`src/rtl/lottery_bus_arbiter.sv`:
```
// Lottery-scheduled bus arbiter for four masters. Requests and tickets are snapshotted,
// a ticket-weighted draw picks the winner, and repeated misses fall back to fixed priority.
module lottery_bus_arbiter #(
    parameter logic [7:0] LFSR_SEED = 8'hA5,
    parameter int         MAX_HOLD  = 16,
    parameter int         MAX_DRAW  = 4
) (
    input  logic       clk,
    input  logic       reset,
    input  logic [3:0] req,
    input  logic [3:0] t0,
    input  logic [3:0] t1,
    input  logic [3:0] t2,
    input  logic [3:0] t3,
    input  logic       done,
    output logic [3:0] gnt,
    output logic [1:0] gnt_id,
    output logic       busy,
    output logic       fallback
);

    localparam logic [7:0] MAX_HOLD_C = 8'(MAX_HOLD);
    localparam logic [3:0] MAX_DRAW_C = 4'(MAX_DRAW);

    typedef enum logic [1:0] {
        ST_IDLE  = 2'd0,
        ST_DRAW  = 2'd1,
        ST_GRANT = 2'd2
    } state_t;

    // x^8+x^6+x^5+x^4+1; the all-zero state is unreachable from a nonzero seed
    function automatic logic [7:0] lfsr_next(input logic [7:0] v);
        lfsr_next = {v[6:0], v[7] ^ v[5] ^ v[4] ^ v[3]};
    endfunction

    function automatic logic [3:0] onehot(input logic [1:0] idx);
        onehot = 4'b0001 << idx;
    endfunction

    state_t     state_q;
    logic [7:0] lfsr_q;
    logic [3:0] snap_req_q;
    logic [3:0] snap_t0_q, snap_t1_q, snap_t2_q, snap_t3_q;
    logic [3:0] draw_cnt_q;
    logic [7:0] hold_cnt_q;
    logic [3:0] gnt_q;
    logic [1:0] gnt_id_q;
    logic       busy_q;
    logic       fallback_q;

    logic [3:0] gated0_s, gated1_s, gated2_s, gated3_s;
    logic       tickets_zero_s;
    logic [4:0] h0_s, h1_s, h2_s, h3_s;
    logic [5:0] s0_s, s1_s, s2_s, s3_s;
    logic [5:0] r_s;
    logic       hit_s;
    logic [1:0] lot_id_s;
    logic [1:0] fb_id_s;
    logic       release_s;

    // Ticket prefix sums over the snapshot, lottery winner and fallback winner
    always_comb begin
        gated0_s       = snap_req_q[0] ? snap_t0_q : 4'd0;
        gated1_s       = snap_req_q[1] ? snap_t1_q : 4'd0;
        gated2_s       = snap_req_q[2] ? snap_t2_q : 4'd0;
        gated3_s       = snap_req_q[3] ? snap_t3_q : 4'd0;
        tickets_zero_s = ((gated0_s | gated1_s | gated2_s | gated3_s) == 4'd0);
        h0_s = tickets_zero_s ? {4'd0, snap_req_q[0]} : {1'b0, gated0_s};
        h1_s = tickets_zero_s ? {4'd0, snap_req_q[1]} : {1'b0, gated1_s};
        h2_s = tickets_zero_s ? {4'd0, snap_req_q[2]} : {1'b0, gated2_s};
        h3_s = tickets_zero_s ? {4'd0, snap_req_q[3]} : {1'b0, gated3_s};
        s0_s  = {1'b0, h0_s};
        s1_s  = s0_s + {1'b0, h1_s};
        s2_s  = s1_s + {1'b0, h2_s};
        s3_s  = s2_s + {1'b0, h3_s};
        r_s   = lfsr_q[5:0];
        hit_s = (r_s < s3_s);
        if (r_s < s0_s) begin
            lot_id_s = 2'd0;
        end else if (r_s < s1_s) begin
            lot_id_s = 2'd1;
        end else if (r_s < s2_s) begin
            lot_id_s = 2'd2;
        end else begin
            lot_id_s = 2'd3;
        end
        // Fallback only considers requesters that hold tickets, so zero-ticket
        // masters stay locked out whenever someone else has tickets.
        if (h0_s != 5'd0) begin
            fb_id_s = 2'd0;
        end else if (h1_s != 5'd0) begin
            fb_id_s = 2'd1;
        end else if (h2_s != 5'd0) begin
            fb_id_s = 2'd2;
        end else begin
            fb_id_s = 2'd3;
        end
        release_s = done | ~req[gnt_id_q] | (hold_cnt_q == MAX_HOLD_C);
    end

    // Arbitration FSM with LFSR, snapshot registers and registered outputs
    always_ff @(posedge clk or negedge reset) begin
        if (!reset) begin
            state_q    <= ST_IDLE;
            lfsr_q     <= LFSR_SEED;
            snap_req_q <= 4'd0;
            snap_t0_q  <= 4'd0;
            snap_t1_q  <= 4'd0;
            snap_t2_q  <= 4'd0;
            snap_t3_q  <= 4'd0;
            draw_cnt_q <= 4'd0;
            hold_cnt_q <= 8'd0;
            gnt_q      <= 4'd0;
            gnt_id_q   <= 2'd0;
            busy_q     <= 1'b0;
            fallback_q <= 1'b0;
        end else begin
            lfsr_q     <= lfsr_next(lfsr_q);
            fallback_q <= 1'b0;
            case (state_q)
                ST_IDLE: begin
                    gnt_q      <= 4'd0;
                    busy_q     <= 1'b0;
                    draw_cnt_q <= 4'd0;
                    hold_cnt_q <= 8'd0;
                    if (|req) begin
                        snap_req_q <= req;
                        snap_t0_q  <= t0;
                        snap_t1_q  <= t1;
                        snap_t2_q  <= t2;
                        snap_t3_q  <= t3;
                        state_q    <= ST_DRAW;
                    end
                end
                ST_DRAW: begin
                    if (draw_cnt_q == MAX_DRAW_C) begin
                        gnt_q      <= onehot(fb_id_s);
                        gnt_id_q   <= fb_id_s;
                        busy_q     <= 1'b1;
                        hold_cnt_q <= 8'd1;
                        fallback_q <= 1'b1;
                        state_q    <= ST_GRANT;
                    end else if (hit_s) begin
                        gnt_q      <= onehot(lot_id_s);
                        gnt_id_q   <= lot_id_s;
                        busy_q     <= 1'b1;
                        hold_cnt_q <= 8'd1;
                        state_q    <= ST_GRANT;
                    end else begin
                        draw_cnt_q <= draw_cnt_q + 4'd1;
                    end
                end
                ST_GRANT: begin
                    if (release_s) begin
                        gnt_q   <= 4'd0;
                        busy_q  <= 1'b0;
                        state_q <= ST_IDLE;
                    end else begin
                        hold_cnt_q <= hold_cnt_q + 8'd1;
                    end
                end
                default: begin
                    gnt_q   <= 4'd0;
                    busy_q  <= 1'b0;
                    state_q <= ST_IDLE;
                end
            endcase
        end
    end

    assign gnt      = gnt_q;
    assign gnt_id   = gnt_id_q;
    assign busy     = busy_q;
    assign fallback = fallback_q;

endmodule

```
`config.mk`:
```
export PLATFORM = sky130hd
export DESIGN_NAME = lottery_bus_arbiter
export DESIGN_NICKNAME = d
export VERILOG_FILES = /design/src/rtl/lottery_bus_arbiter.sv
export SDC_FILE = /design/constraint.sdc
export NUM_CORES = 1
export LEC_CHECK = 0
export ABC_AREA = 1
export CAP_MARGIN = 20
export CORE_MARGIN = 1
export CORE_UTILIZATION = 45
export DETAILED_ROUTE_END_ITERATION = 10
export GPL_ROUTABILITY_DRIVEN = 0
export PLACE_DENSITY_LB_ADDON = 0.05
export SETUP_SLACK_MARGIN = 0.02
export SLEW_MARGIN = 20
export SYNTH_ARGS = -nofsm -noshare
export SYNTH_HDL_FRONTEND = slang
export SYNTH_SLANG_ARGS = --single-unit
```
`constraint.sdc`:
```
create_clock -name clk -period 4.4 [get_ports clk]
set_clock_uncertainty 0.05 [all_clocks]
set_input_delay 0.44 -clock clk [delete_from_list [all_inputs] [get_ports clk]]
set_output_delay 0.44 -clock clk [all_outputs]
set_load 0.05 [all_outputs]
```
### Supply network

(4 px per µm) Pins as bars on the die edge.
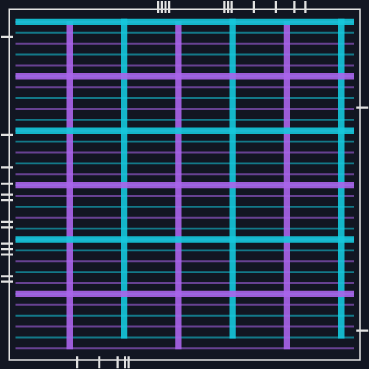
Key: VDD = cyan; VSS = purple
31 signal pins sit on the boundary. 6 straps on met5. 6 straps on met4. 31 met1 rails follow the rows.
core area: 6910 µm²
Die Y: 87.3 µm
DIE WIDTH: 87.3 µm

### Signal wires by layer

(6 px per µm)
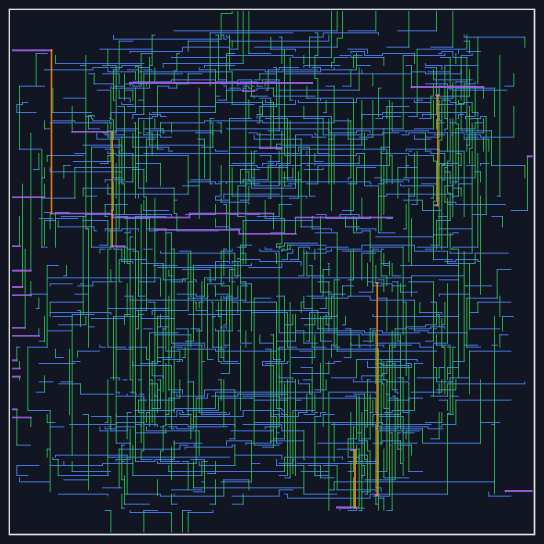
Key: met1 = blue [wire length 3780 µm]; met3 = purple [wire length 178 µm]; met2 = green [wire length 3830 µm]; met4 = orange [wire length 110 µm]

### Routed clock nets over the placement

(3 px per µm)
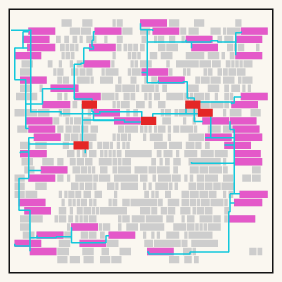
Key: clock wires = cyan [length 605 µm]; cells driving clock nets = red [count 5]; flip-flops = magenta [count 50]
Position of the flops: spread over the die.

==> impl_metrics.toml <==
# flow metrics
[status]
status = "finished, violations left"
violations = "setup timing"

[synthesis]
syn_area_um2 = 3270
synth_flops = 50
ys_seq_share_pct = 38.4
syn_nets = 454
simple_gate_share_pct = 19.0
ys_sh_aoi_pct = 9.44
ys_cells = 391
synth-async-reset-ratio_pct = 100
ys_types = 34
synthAdderAreaFrac_pct = 16.0
xor_share_pct = 4.01
synth_top_flop_cell = "dfrtp_1"
yosysTopAreaCell = "dfrtp_1"
synth_area_per_cell_um2 = 8.37
topCellsByArea = "dfrtp_1, ha_1, nand2_1, inv_1, mux2_2"
yosys_area_um2 = 3270
mux_share_pct = 5.50
ys_top_logic_family = "simple AND/OR/NAND/NOR gates"
syn_inst = 391
top_cell_area_share_pct = 35.2
yosysWarnings = 0
edf_count = 0

[route]
drt-total-wl_um = 7900
postRouteAntennaNets = 0
route.detailed.drc = 0
wl_per_cell_um = 13.6
drt_iter0_drc = 73
firstDrtPassIters = 5
via_count = 2860
avgViaCountPerCell = 4.94

[global_routing]
grt_pass1_wl_um = 12600
grt_pass1_vias = 2715
antenna_found_initial = 0
grt_overflow = 0
track_usage_pct = 21.6
grt_max_degree = 51

[timing]
hold_slack_ps = 177
max_freq_ghz = 0.214
maxSlewViolCount = 0
slew_headroom_pct = 45.3
fin_crit_ps = 4670
finalClockPeriodUsage_pct = 106
hold_viol_final = 0
rsz0062_at_grt = "yes"
worst_slew_pin_slew_ps = 818
setup_slack_ps = -270
setup_viol = 21

[clock_tree]
cts_root_buf = "clkbuf_8"
cts_sinks = 50
cts_tree = "built"
cts_hold_buf = 0
htreeDepth = 2
clkTransAtPathRegs_ps = 90
insertion_delay_ps = 300
numCtsBuffers = 5
cts.path.max_buffers = 2

[placement]
dpl_cell_area_um2 = 3990
numPortBuffers = 30
dpl.hpwl_um = 5830
place_inst = 550

[run]
openroad.warnings = 34
max-cap-violations = 0

[floorplan]
fp_util_pct = 47.4
std_cell_rows = 30
ioPinCount = 31
design.die.area_um2 = 7620

[finish]
insertedDiodeCount = 0
layout-drive-gt1-share_pct = 34.4
fin_nets = 545
synthToLayoutAreaGrowth_pct = 39.9
fin_cells = 579
fillers = 595
fin_util_pct = 66.3
lay_top_cells = "inv_1, nand2_1, buf_4"
fin_area_um2 = 4580
mostFrequentLayoutCell = "inv_1"

[worst_setup_path]
start_kind = "flop"
reg2reg_from = "snap_req_q[1]"
crit_required_ps = 4550
critPathCaptureType = "flop"
ff2ff_setup_slack_ps = -270
path_class = "flop to flop"
reg2reg_depth = 25
cp_max_fo = 8
rr_endpoint = "hold_cnt_q[5]"
crit_arrival_ps = 4820

[hold_path]
worstHoldPathType = "input port to asynchronous set/reset pin"
routing by layer:
metal / global-route usage, % / share of wire [%] / up-vias
met5: 0 / 0 / -
met4: 4.17 / 1.4 / 0
met3: 3.32 / 2.3 / 10
met2: 36.7 / 48 / 40
li1: - / - / 1450
met1: 29.3 / 48 / 1360
repair_timing:
action                                 in CTS  in global routing
cloned                                      0                  0
gates resized                              41                 50
setup endpoints to repair                  21                 21
pin swaps                                  26                 30
setup buffers                              14                  7
endpoints found under the hold margin       0                  0
cell usage after synthesis, types with 2 or more instances:
master / count
a21boi_0: 2
a21oi_1: 17
buf_1: 2
dfrtp_1: 46
dfstp_2: 4
fa_1: 3
ha_1: 37
inv_1: 62
inv_2: 2
mux2_2: 16
nand2_1: 81
nand2_2: 3
nand3_1: 23
nand4_1: 4
nor2_1: 27
nor3_1: 5
o21ai_0: 22
o21ai_1: 4
o22ai_1: 2
o31ai_1: 2
xnor2_1: 8
xor2_1: 7
worst max-delay path, cell delays in order (launching register included):
cell and delay, ps:
dfrtp_2 470, nand2_2 100, nand2_1 60, inv_1 70, nand2_1 70, nor2_2 110
nand2_2 100, o21ai_4 180, ha_4 170, fa_2 470, fa_2 390, xor2_2 240
ha_4 250, nand3_2 70, nand3_2 80, buf_4 140, buf_4 120, xnor2_1 150
ha_1 260, a21oi_1 160, o221ai_2 140, nand3_4 160, nand3_4 160, buf_4 190
o21ai_2 130, nor2_1 60
final cells by class:
class | instances | area, µm² | share of cell area (%)
clock buffer | 5 | 68.8 | 1.50
timing repair buffer | 87 | 753 | 16.4
clock inverter | 3 | 40.0 | 0.874
tap | 96 | 120 | 2.62
inverter | 64 | 248 | 5.41
sequential | 50 | 1260 | 27.5
multi-input combinational | 274 | 2090 | 45.6
stage by stage:
stage / TNS, ps / setup WS (ps)
floorplan: 0 / 11.9
global placement: -4100 / -267
detailed placement: -6540 / -398
CTS: -1280 / -152
global route: -9440 / -513
finish: -3850 / -270
worst max-delay path by stage:
stage,from,slack [ps],depth (start not counted),end
floorplan,snap_req_q[0],10,28,hold_cnt_q[7]
global placement,snap_req_q[0],-270,30,hold_cnt_q[2]
detailed placement,snap_req_q[0],-400,29,hold_cnt_q[5]
CTS,snap_req_q[0],-150,28,draw_cnt_q[3]
global route,snap_req_q[1],-510,27,hold_cnt_q[5]
finish,snap_req_q[1],-270,25,hold_cnt_q[5]
registers in the layout (all words and copies together) (netlist names), 2 cells and up:
signal / cells
draw_cnt_q: 4
gnt: 4
snap_req_q: 4
snap_t0_q: 4
gnt_id: 2
snap_t2_q: 4
lfsr_q: 8
snap_t3_q: 4
snap_t1_q: 4
hold_cnt_q: 8
state_q: 2
cells by family after synthesis:
kind of cell | after synthesis
DFF | 50
muxes | 16
buffers and inverters | 67
adders and majority gates | 40
AOI/OAI and AO/OA | 55
and+or+nand+nor | 148
xor gates and xnor gates | 15
